run_1/ff_map.png
Scale: 1 px per um.
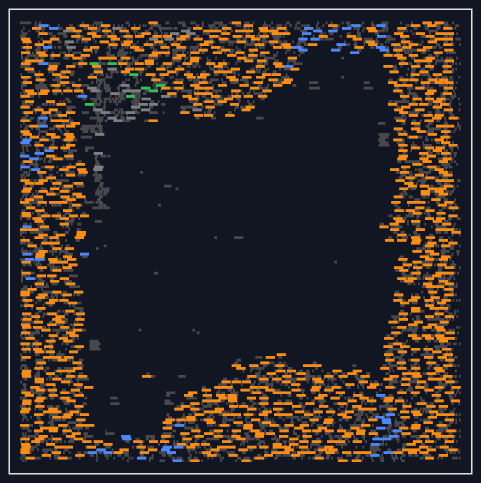
run_1/route_heat.png
23 x 23 tiles, from dark purple (low) to yellow (high), scaled to the fullest tile. Values are wire area over tile area, all layers added.
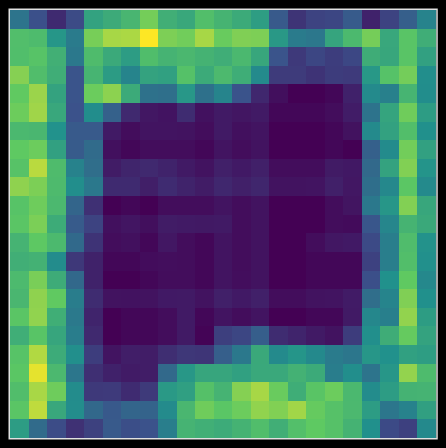
run_1/floorplan.png
Scale: 1 px per um. Pins as bars on the die edge.
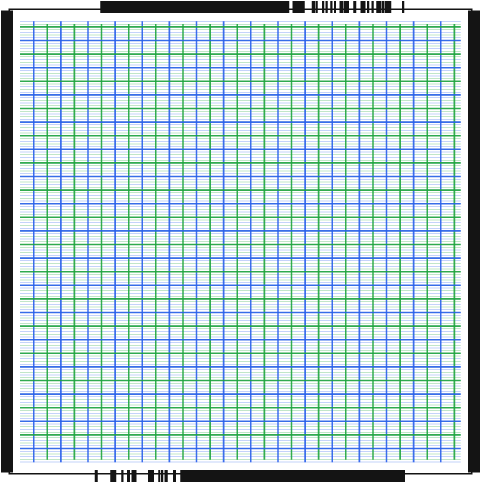
[config.mk]
export PLATFORM = sky130hd
export DESIGN_NAME = trees_driver
export DESIGN_NICKNAME = d
export VERILOG_FILES = /design/src/rtl/trees_driver.sv
export SDC_FILE = /design/constraint.sdc
export NUM_CORES = 1
export LEC_CHECK = 0
export CAP_MARGIN = 0
export CORE_AREA = 10 10 451 453
export CTS_CLUSTER_DIAMETER = 100
export DETAILED_ROUTE_END_ITERATION = 7
export DIE_AREA = 0 0 461 463
export PLACE_DENSITY = 0.55
export SLEW_MARGIN = 40
export SYNTH_ARGS = -nofsm -noshare
export SYNTH_HDL_FRONTEND = slang
export SYNTH_SLANG_ARGS = --single-unit
[constraint.sdc]
create_clock -name clk -period 5.95 [get_ports clk]
set_input_delay 1.19 -clock clk [delete_from_list [all_inputs] [get_ports clk]]
set_output_delay 1.19 -clock clk [all_outputs]
set_load 0.1 [all_outputs]
[src/rtl/trees_driver.sv]
// Stream front-end for the trees engine: loads node words into the forest,
// then packs feature samples, runs one inference and returns the class.
module trees_driver #(
  parameter int N_TREES          = 16,
  parameter int N_NODE_AND_LEAFS = 256,
  parameter int N_FEATURE        = 32
) (
  input  logic                                  clk,
  input  logic                                  rst_n,
  input  logic                                  cfg_load,
  input  logic [63:0]                           s_data,
  input  logic                                  s_valid,
  output logic                                  s_ready,
  output logic                                  model_loaded,
  output logic                                  load_trees,
  output logic [$clog2(N_TREES)-1:0]            n_tree,
  output logic [$clog2(N_NODE_AND_LEAFS)-1:0]   n_node,
  output logic [63:0]                           tree_nodes,
  output logic [N_FEATURE*32-1:0]               features,
  output logic                                  start,
  input  logic [7:0]                            prediction,
  input  logic                                  done,
  input  logic                                  idle_sys,
  output logic [7:0]                            m_pred,
  output logic                                  m_valid,
  input  logic                                  m_ready,
  output logic                                  busy
);

  localparam int TW      = $clog2(N_TREES);
  localparam int NW      = $clog2(N_NODE_AND_LEAFS);
  localparam int N_WORDS = N_FEATURE / 2;
  localparam int WW      = (N_WORDS > 1) ? $clog2(N_WORDS) : 1;

  localparam logic [TW-1:0] LAST_TREE = TW'(N_TREES - 1);
  localparam logic [NW-1:0] LAST_NODE = NW'(N_NODE_AND_LEAFS - 1);
  localparam logic [WW-1:0] LAST_WORD = WW'(N_WORDS - 1);

  typedef enum logic [2:0] {IDLE, LOAD, FEAT, START, WAIT, OUT} state_t;

  state_t          state_reg, state_next;
  logic [TW-1:0]   tree_cnt_reg;
  logic [NW-1:0]   node_cnt_reg;
  logic [WW-1:0]   word_cnt_reg;
  logic            model_loaded_reg;
  logic            load_trees_reg;
  logic [TW-1:0]   n_tree_reg;
  logic [NW-1:0]   n_node_reg;
  logic [63:0]     tree_nodes_reg;
  logic [7:0]      m_pred_reg;

  logic last_node;
  assign last_node = (tree_cnt_reg == LAST_TREE) && (node_cnt_reg == LAST_NODE);

  always_ff @(posedge clk or negedge rst_n) begin
    if (!rst_n) state_reg <= IDLE;
    else        state_reg <= state_next;
  end

  always_comb begin
    state_next = state_reg;
    s_ready    = 1'b0;
    start      = 1'b0;
    m_valid    = 1'b0;
    busy       = 1'b1;
    case (state_reg)
      IDLE: begin
        busy = 1'b0;
        // Reload takes priority over a waiting sample.
        if (cfg_load)                         state_next = LOAD;
        else if (s_valid && model_loaded_reg) state_next = FEAT;
      end
      LOAD: begin
        s_ready = 1'b1;
        if (s_valid && last_node) state_next = IDLE;
      end
      FEAT: begin
        s_ready = 1'b1;
        if (s_valid && (word_cnt_reg == LAST_WORD)) state_next = START;
      end
      START: begin
        if (idle_sys) begin
          start      = 1'b1;
          state_next = WAIT;
        end
      end
      WAIT: begin
        if (done) state_next = OUT;
      end
      OUT: begin
        m_valid = 1'b1;
        if (m_ready) state_next = IDLE;
      end
      default: state_next = IDLE;
    endcase
  end

  always_ff @(posedge clk or negedge rst_n) begin
    if (!rst_n) begin
      tree_cnt_reg     <= '0;
      node_cnt_reg     <= '0;
      word_cnt_reg     <= '0;
      model_loaded_reg <= 1'b0;
      load_trees_reg   <= 1'b0;
      n_tree_reg       <= '0;
      n_node_reg       <= '0;
      tree_nodes_reg   <= '0;
      m_pred_reg       <= '0;
    end else begin
      load_trees_reg <= 1'b0;
      case (state_reg)
        IDLE: begin
          if (cfg_load) begin
            model_loaded_reg <= 1'b0;
            tree_cnt_reg     <= '0;
            node_cnt_reg     <= '0;
          end else if (s_valid && model_loaded_reg) begin
            word_cnt_reg <= '0;
          end
        end
        LOAD: begin
          if (s_valid) begin
            tree_nodes_reg <= s_data;
            n_tree_reg     <= tree_cnt_reg;
            n_node_reg     <= node_cnt_reg;
            load_trees_reg <= 1'b1;
            if (node_cnt_reg == LAST_NODE) begin
              node_cnt_reg <= '0;
              tree_cnt_reg <= (tree_cnt_reg == LAST_TREE) ? '0 : tree_cnt_reg + 1'b1;
              if (tree_cnt_reg == LAST_TREE) model_loaded_reg <= 1'b1;
            end else begin
              node_cnt_reg <= node_cnt_reg + 1'b1;
            end
          end
        end
        FEAT: begin
          if (s_valid) word_cnt_reg <= word_cnt_reg + 1'b1;
        end
        WAIT: begin
          if (done) m_pred_reg <= prediction;
        end
        default: ;
      endcase
    end
  end

  // Each stream word carries a feature pair; only FEAT accepts may touch them.
  genvar gi;
  generate
    for (gi = 0; gi < N_WORDS; gi++) begin : g_feat
      logic [63:0] pair_reg;
      always_ff @(posedge clk or negedge rst_n) begin
        if (!rst_n)
          pair_reg <= '0;
        else if ((state_reg == FEAT) && s_valid && (word_cnt_reg == WW'(gi)))
          pair_reg <= s_data;
      end
      assign features[64*gi +: 64] = pair_reg;
    end
  endgenerate

  assign model_loaded = model_loaded_reg;
  assign load_trees   = load_trees_reg;
  assign n_tree       = n_tree_reg;
  assign n_node       = n_node_reg;
  assign tree_nodes   = tree_nodes_reg;
  assign m_pred       = m_pred_reg;

endmodule

==> run notes, run 1 <==
fresh numbers from the pnr run: Async SR Flop Fraction 1.000, drt drc 0, leakage power 31.23 nW, crit path launch state_reg[0], P per Cell Area 418.1 nW/um^2, Net Count, Synth 2637, Yosys chip area 42920 um^2, fraction of layout cells with a size suffix above 1 0.6619, initial detailed-routing violation count 1373, Slew headroom 0.4294, Post-CTS Setup Inserts 0, post-synth top area cell dfrtp_1, cell count in the Yosys report 2552, Registers, synthesis 1129, gpl congestion 0.7743, most numerous logic cell after layout buf_2, vias per std cell 4.223, Slowest Stage Delay on Critical Path 770 ps, status finished, final reports clean, Synth cell types 48, initial antenna violation count 12, worst r2r src state_reg[0], TritonCTS clock tree done, Post-Syn Area per Cell 16.82 um^2, IO Pins 1193, largest net degree at the start of global routing 154, grt total ovfl 0, Post-synth seq share 0.6582, Tcrit/Tclk final 0.6809, Final Max Slew Viols 0, CTS root buffer clkbuf_16, R2R Setup Slk 2590 ps, TritonCTS Buffers 132, most common logic cells in the final layout buf_2 (1162), dfrtp_1 (1129), mux2_2 (1104), clkbuf_16 (132), buf_4 (38), post_cts resized 0, worst clock skew 51.44 ps, CP Capture Point s_ready, Setup crit start kind flip-flop, RSZ-0062 raised after global routing false, Final nets 3832
Notes on ff_map.png above:
[blue] tree_nodes | placed flops: 64 | where: widely spread
[orange] g_feat.pair_reg | placed flops: 1024 | where: widely spread
[green] n_node | placed flops: 8 | where: top left
not colored: 33
sequential share of cell area: 0.5045
fin util: 0.2884

Notes on route_heat.png above:
densest ninth of the die: top left
emptiest ninth of the die: middle
fullest tile: 0.37
tiles over half the peak: 38%
mean over tiles: 0.13
nearly empty tiles: 11%
via count: 27030
GRT Total Usage: 0.1551
Total Wirelength: 172.3 mm
DR WL/cell: 26.92 um

Notes on floorplan.png above:
[blue] VSS
[green] VDD
met5 straps: 32
met4 straps: 32
signal pins: 1193
met1 rails: 163
rows: 162
Core ar.: 194200 um^2
die y size: 463 um
worst vdd ir: 0.6386 mV
Die Wd: 461 um

run 1: synthesized netlist by cell type (6+ instances only):
cell type / count
buf_2: 23
buf_4: 6
buf_6: 78
clkbuf_1: 71
dfrtp_1: 1129
ha_1: 6
mux2_2: 1104
nand2_1: 19
nand2_2: 9
nand3_1: 6
nor2_1: 16
o21ai_0: 12
run 1: worst max-delay path, delay by kind of cell, from the launching register on:
| family | cells | cell delay (ps) |
|---|---|---|
| DFF | 1 | 770 |
| and+or+nand+nor | 1 | 580 |
| buffers and inverters | 1 | 540 |
| AOI/OAI and AO/OA | 1 | 180 |
run 1: metrics by stage:
stage | util | instance area (um^2) | cells
floorplan | - | 42920 | 2552
CTS | 0.2880 | 55930 | 6391
global placement | 0.2948 | 57250 | 6152
finish | 0.2884 | 56000 | 6401
detailed placement | 0.2653 | 51520 | 6153
global route | 0.2883 | 55980 | 6395
run 1: worst min path at each step:
stage | startpoint | slack [ps] | end | cells past startpoint
after floorplan | tree_cnt_reg[3] | 450 | tree_cnt_reg[3] | 1
after global placement | g_feat[13].pair_reg[7] | 480 | g_feat[13].pair_reg[7] | 1
after detailed placement | g_feat[13].pair_reg[6] | 480 | g_feat[13].pair_reg[6] | 1
after CTS | rst_n | 350 | tree_nodes[50] | 1
after global routing | rst_n | 390 | tree_nodes[50] | 1
final | rst_n | 390 | tree_nodes[50] | 1
run 1: cells by family after synthesis:
group | after synthesis | share of synthesized area
AND-OR/OR-AND | 28 | 0.004169
flip-flops | 1129 | 0.6582
buffers and inverters | 185 | 0.03134
multiplexers | 1109 | 0.2909
AND/OR/NAND/NOR | 90 | 0.01259
adder cells (fa/ha/maj) | 6 | 0.001749
XOR/XNOR | 5 | 0.001020
run 1: report_power, final:
part	switching [mW]	internal (mW)	total (mW)
clock	3.46	4.69	8.16
combinational	5.59	1.03	6.62
sequential	0.354	8.28	8.63
run 1: layout make-up:
cell class,count,area (um^2)
fill,19970,138200
sequential,1129,28250
multi-input combinational,1238,13420
timing repair buffer,1243,6698
clock buffer,196,3814
tap,2542,3181
clock inverter,42,598.1
antenna,8,20.02
inverter,3,11.26
run 1: routing by layer:
layer / GRT usage / part of all wire / vias up / routed length [um]
li1: - / - / 11420 / -
met1: 0.1871 / 0.41 / 14330 / 70400
met2: 0.2503 / 0.46 / 1085 / 79800
met3: 0.06484 / 0.10 / 199 / 17380
met4: 0.04826 / 0.027 / 0 / 4732
met5: 0 / 0 / - / 0
run_1/placed.png
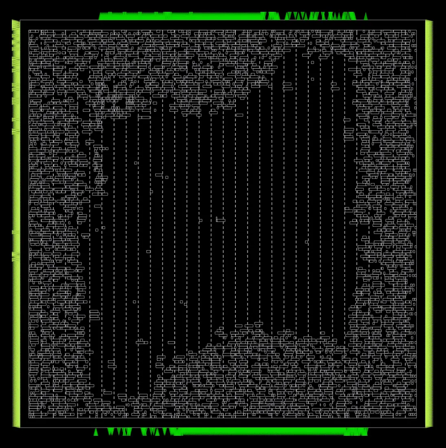

==> run 1 -> run 2 <==
--- a/config.mk
+++ b/config.mk
@@ -10,7 +10,7 @@
 export CTS_CLUSTER_DIAMETER = 100
 export DETAILED_ROUTE_END_ITERATION = 7
 export DIE_AREA = 0 0 461 463
-export PLACE_DENSITY = 0.55
+export PLACE_DENSITY = 0.57
 export SLEW_MARGIN = 40
 export SYNTH_ARGS = -nofsm -noshare
 export SYNTH_HDL_FRONTEND = slang
==> constraint.sdc (replaced) <==
create_clock -name clk -period 3.3 [get_ports clk]
set_input_delay 0.66 -clock clk [delete_from_list [all_inputs] [get_ports clk]]
set_output_delay 0.66 -clock clk [all_outputs]
set_load 0.1 [all_outputs]
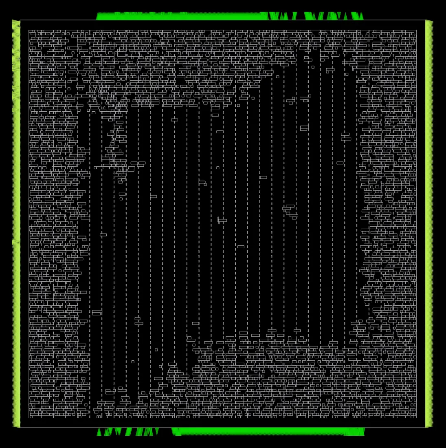
run_2/placed.png
sequential share of cell area: 0.4727
# fillers: 19520
Non-Filler Instances: 6478
sequential cells: 1129
Tap Count: 2542

==> run notes, run 2 <==
fresh numbers from the pnr run: Slowest Stage Delay on Critical Path 540 ps, post-route cell area 59760 um^2, Die Wd 461 um, Buffers & Inverters on Critical Path 2, vias per std cell 4.237, most numerous logic cell after layout buf_4, Final Max Slew Viols 0, Post-Syn Area per Cell 16.82 um^2, Sw Ratio 0.3913, leakage power 31.71 nW, delay-heaviest family, CP simple AND/OR/NAND/NOR gates, Complex Gates by Area 0.004168, Post-synth seq share 0.6582, Dominant comb cell multiplexers, crit path launch state_reg[0], Synth cell types 48, grt total ovfl 0, cell count in the Yosys report 2552, P per Cell Area 719.2 nW/um^2, initial antenna violation count 11, fraction of layout cells with a size suffix above 1 0.6641, die y size 463 um, via count 27450, Placed Instance Area 55350 um^2, worst r2r src word_cnt_reg[2], worst clock skew 29.92 ps, Core ar. 194200 um^2, number of cells after detailed placement 6236, Setup crit start kind flip-flop, RSZ-0062 raised after global routing false, CTS root buffer clkbuf_16, post-synthesis adder-cell area fraction 0.001749, Clock Power Share 0.342, Slew headroom 0.4298, most common logic cells in the final layout buf_4 (1205), dfrtp_1 (1129), mux2_2 (1104), clkbuf_16 (133), clkdlybuf4s50_1 (46), status finished, final reports clean, Post-synth top cells dfrtp_1 (1129), mux2_2 (1104), buf_6 (78), post-synthesis simple-gate area fraction 0.01259, combinational power share 0.295, TritonCTS clock tree done, GRT Total Usage 0.1552, Net Count, Synth 2637, Int Pwr 26.16 mW, R2R Setup Slk 620 ps, Registers, synthesis 1129, DR WL/cell 26.65 um
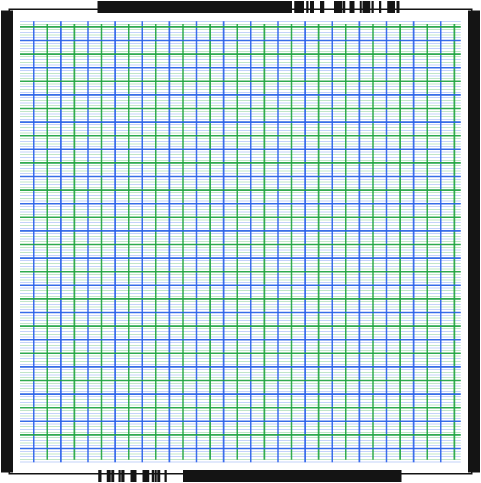
run_2/floorplan.png
Scale: 1 px per um. Pins as bars on the die edge.
[green] VDD
[blue] VSS
met4 straps: 32
signal pins: 1193

==> run 2: netlist changes by cell type in the layout (fill, tap and decap cells not counted), sizes merged, moves of 2 or more <==
cell	change
diode	-2
clkbuf	-3
inv	+9
buf	+58
clkinvlp	+3
clkinv	-14
clkdlybuf4s50	+24
==> run 2: cell type report <==
cell class,count,share of cell area
diodes,6,0.0002512
clock inverters,41,0.008793
flip-flops and latches,1129,0.4727
clock buffers,194,0.06471
well taps,2542,0.05322
inverters,3,0.0001884
multi-input cells,1238,0.2240
repair buffers,1325,0.1761
==> run 2: worst min-delay path by stage <==
| stage | start | slack (ps) | endpoint |
|---|---|---|---|
| after global routing | s_data[28] | 430 | tree_nodes[28] |
| after global placement | g_feat[13].pair_reg[7] | 480 | g_feat[13].pair_reg[7] |
| final | s_data[28] | 490 | tree_nodes[28] |
| after floorplan | rst_n | 360 | g_feat[0].pair_reg[0] |
| after detailed placement | g_feat[13].pair_reg[7] | 480 | g_feat[13].pair_reg[7] |
| after CTS | s_data[28] | 420 | tree_nodes[28] |
==> run 2: what timing repair did <==
item | CTS | global route
setup buffers | 0 | 0
endpoints found under the hold margin | 15 | 0
hold buffers | 1 | 0
==> run 2: power groups by stage <==
| stage | sequential [mW] | clock [mW] | combinational [mW] |
|---|---|---|---|
| 2_1_floorplan | 23.2 | 0 | 1.85 |
| 3_3_place_gp | 15.8 | 0 | 12.8 |
| 3_5_place_dp | 15.8 | 0 | 12.8 |
| 4_1_cts | 15.6 | 15.2 | 12.8 |
| 5_1_grt | 15.7 | 15.8 | 13.1 |
| 6_report | 15.6 | 14.7 | 12.7 |
==> run 2: routing by layer <==
metal  wire length (um)  GRT usage
met1              68710     0.1824
met2              82200     0.2578
met3              17330    0.06654
met4               4403    0.04223
met5                  0          0
==> run 2: cells by family (layout without fill, tap and decap cells) <==
group,after synthesis,in the layout
multiplexers,1109,1109
other,0,6
flip-flops,1129,1129
buffers and inverters,185,1563
AND/OR/NAND/NOR,90,90
AND-OR/OR-AND,28,28
XOR/XNOR,5,5
adder cells (fa/ha/maj),6,6
==> run 2: stage by stage <==
stage / worst slack, ps / util
2_1_floorplan: 521.8 / -
3_3_place_gp: 175.6 / 0.2857
3_5_place_dp: 143.5 / 0.2850
4_1_cts: 204.8 / 0.3077
5_1_grt: 151.8 / 0.3077
6_report: 310.6 / 0.3078
==> run 2 -> run 3 <==
--- a/config.mk
+++ b/config.mk
@@ -15,3 +15,4 @@
 export SYNTH_ARGS = -nofsm -noshare
 export SYNTH_HDL_FRONTEND = slang
 export SYNTH_SLANG_ARGS = --single-unit
+export TNS_END_PERCENT = 20
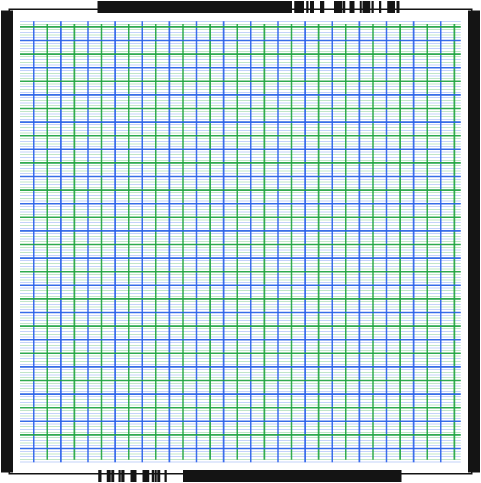
run_3/floorplan.png
Scale: 1 px per um. Pins as bars on the die edge.
[green] VDD
[blue] VSS
met4 straps: 32
met5 straps: 32
signal pins: 1193
rows: 162

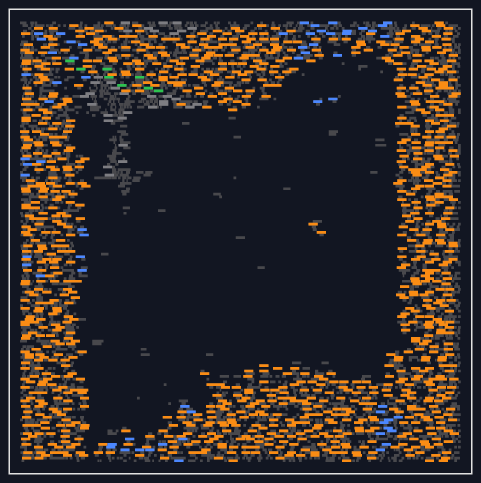
run_3/ff_map.png
Scale: 1 px per um.
[blue] tree_nodes | placed flops: 64 | where: widely spread
[green] n_node | placed flops: 8 | where: top left
[orange] g_feat.pair_reg | placed flops: 1024 | where: widely spread

==> run notes, run 3 <==
fresh numbers from the pnr run: worst clock skew 29.92 ps, drt drc 0, crit path launch state_reg[0], hold depth 2, Die Wd 461 um, Final nets 3915, top-count cell post-synth dfrtp_1, gpl congestion 0.7702, Synth cell types 48, P per Cell Area 719.2 nW/um^2, via count 27450, IO Pins 1193, Slew headroom 0.4298, TritonCTS Buffers 133, Registers, synthesis 1129, status finished, final reports clean, initial antenna violation count 11, CP Capture Point s_ready, Core ar. 194200 um^2, GRT Total Usage 0.1552
[run 3: cell counts in the layout (fill, tap and decap cells not counted)]
No cell type changed its count.
[run 3: logic make-up after synthesis]
| family | after synthesis | synth area share |
|---|---|---|
| mux | 1109 | 0.2909 |
| simple gates | 90 | 0.01259 |
| xor+xnor | 5 | 0.001020 |
| fa+ha+maj | 6 | 0.001749 |
| flops | 1129 | 0.6582 |
| buf+inv | 185 | 0.03134 |
| compound gates | 28 | 0.004169 |
[run 3: what timing repair did]
action | 4_1_cts | 5_1_grt
hold buffers | 1 | 0
gates resized | 0 | 0
endpoints found under the hold margin | 15 | 0
buffers inserted | 0 | 0
[run 3: layout make-up]
cell class                      instances  area (um^2)  area share
Clock inverter                         41        525.5    0.008793
Timing Repair Buffer                 1325        10520      0.1761
Antenna cell                            6        15.01   0.0002512
Inverter                                3        11.26   0.0001884
Clock buffer                          194         3867     0.06471
Sequential cell                      1129        28250      0.4727
Tap cell                             2542         3181     0.05322
Multi-Input combinational cell       1238        13390      0.2240
[run 3: per-stage QoR]
| stage | util | area, um^2 | cells | setup WS, ps | hold WS (ps) |
|---|---|---|---|---|---|
| finish | 0.3078 | 59760 | 6478 | 310.6 | 489.6 |
| global route | 0.3077 | 59760 | 6475 | 151.8 | 430.3 |
| floorplan | - | 42920 | 2552 | 521.8 | 364.4 |
| global placement | 0.2857 | 55480 | 6236 | 175.6 | 477.5 |
| detailed placement | 0.2850 | 55350 | 6236 | 143.5 | 483.6 |
| CTS | 0.3077 | 59750 | 6472 | 204.8 | 418.7 |
[run 3: report_power, final]
part / switching [mW] / total, mW / internal, mW
logic: 10.1 / 12.7 / 2.61
registers: 0.652 / 15.6 / 14.9
clock network: 6.10 / 14.7 / 8.61
[run 3: per-layer routing]
metal / GRT usage / up-vias / share of wire
met1: 0.1824 / 14600 / 0.40
met3: 0.06654 / 202 / 0.10
met5: 0 / - / 0
met4: 0.04223 / 0 / 0.026
li1: - / 11590 / -
met2: 0.2578 / 1057 / 0.48
[run 3: worst min-delay path by stage]
| stage | startpoint | end |
|---|---|---|
| floorplan | rst_n | g_feat[0].pair_reg[0] |
| global placement | g_feat[13].pair_reg[7] | g_feat[13].pair_reg[7] |
| detailed placement | g_feat[13].pair_reg[7] | g_feat[13].pair_reg[7] |
| CTS | s_data[28] | tree_nodes[28] |
| global route | s_data[28] | tree_nodes[28] |
| finish | s_data[28] | tree_nodes[28] |
[run 3: critical path, delay by kind of cell, from the launching register on]
| family | cells | cell delay (ps) |
|---|---|---|
| compound gates | 1 | 220 |
| simple gates | 1 | 540 |
| flops | 1 | 350 |
| buf+inv | 2 | 460 |
Power and IR drop assume default switching activity.
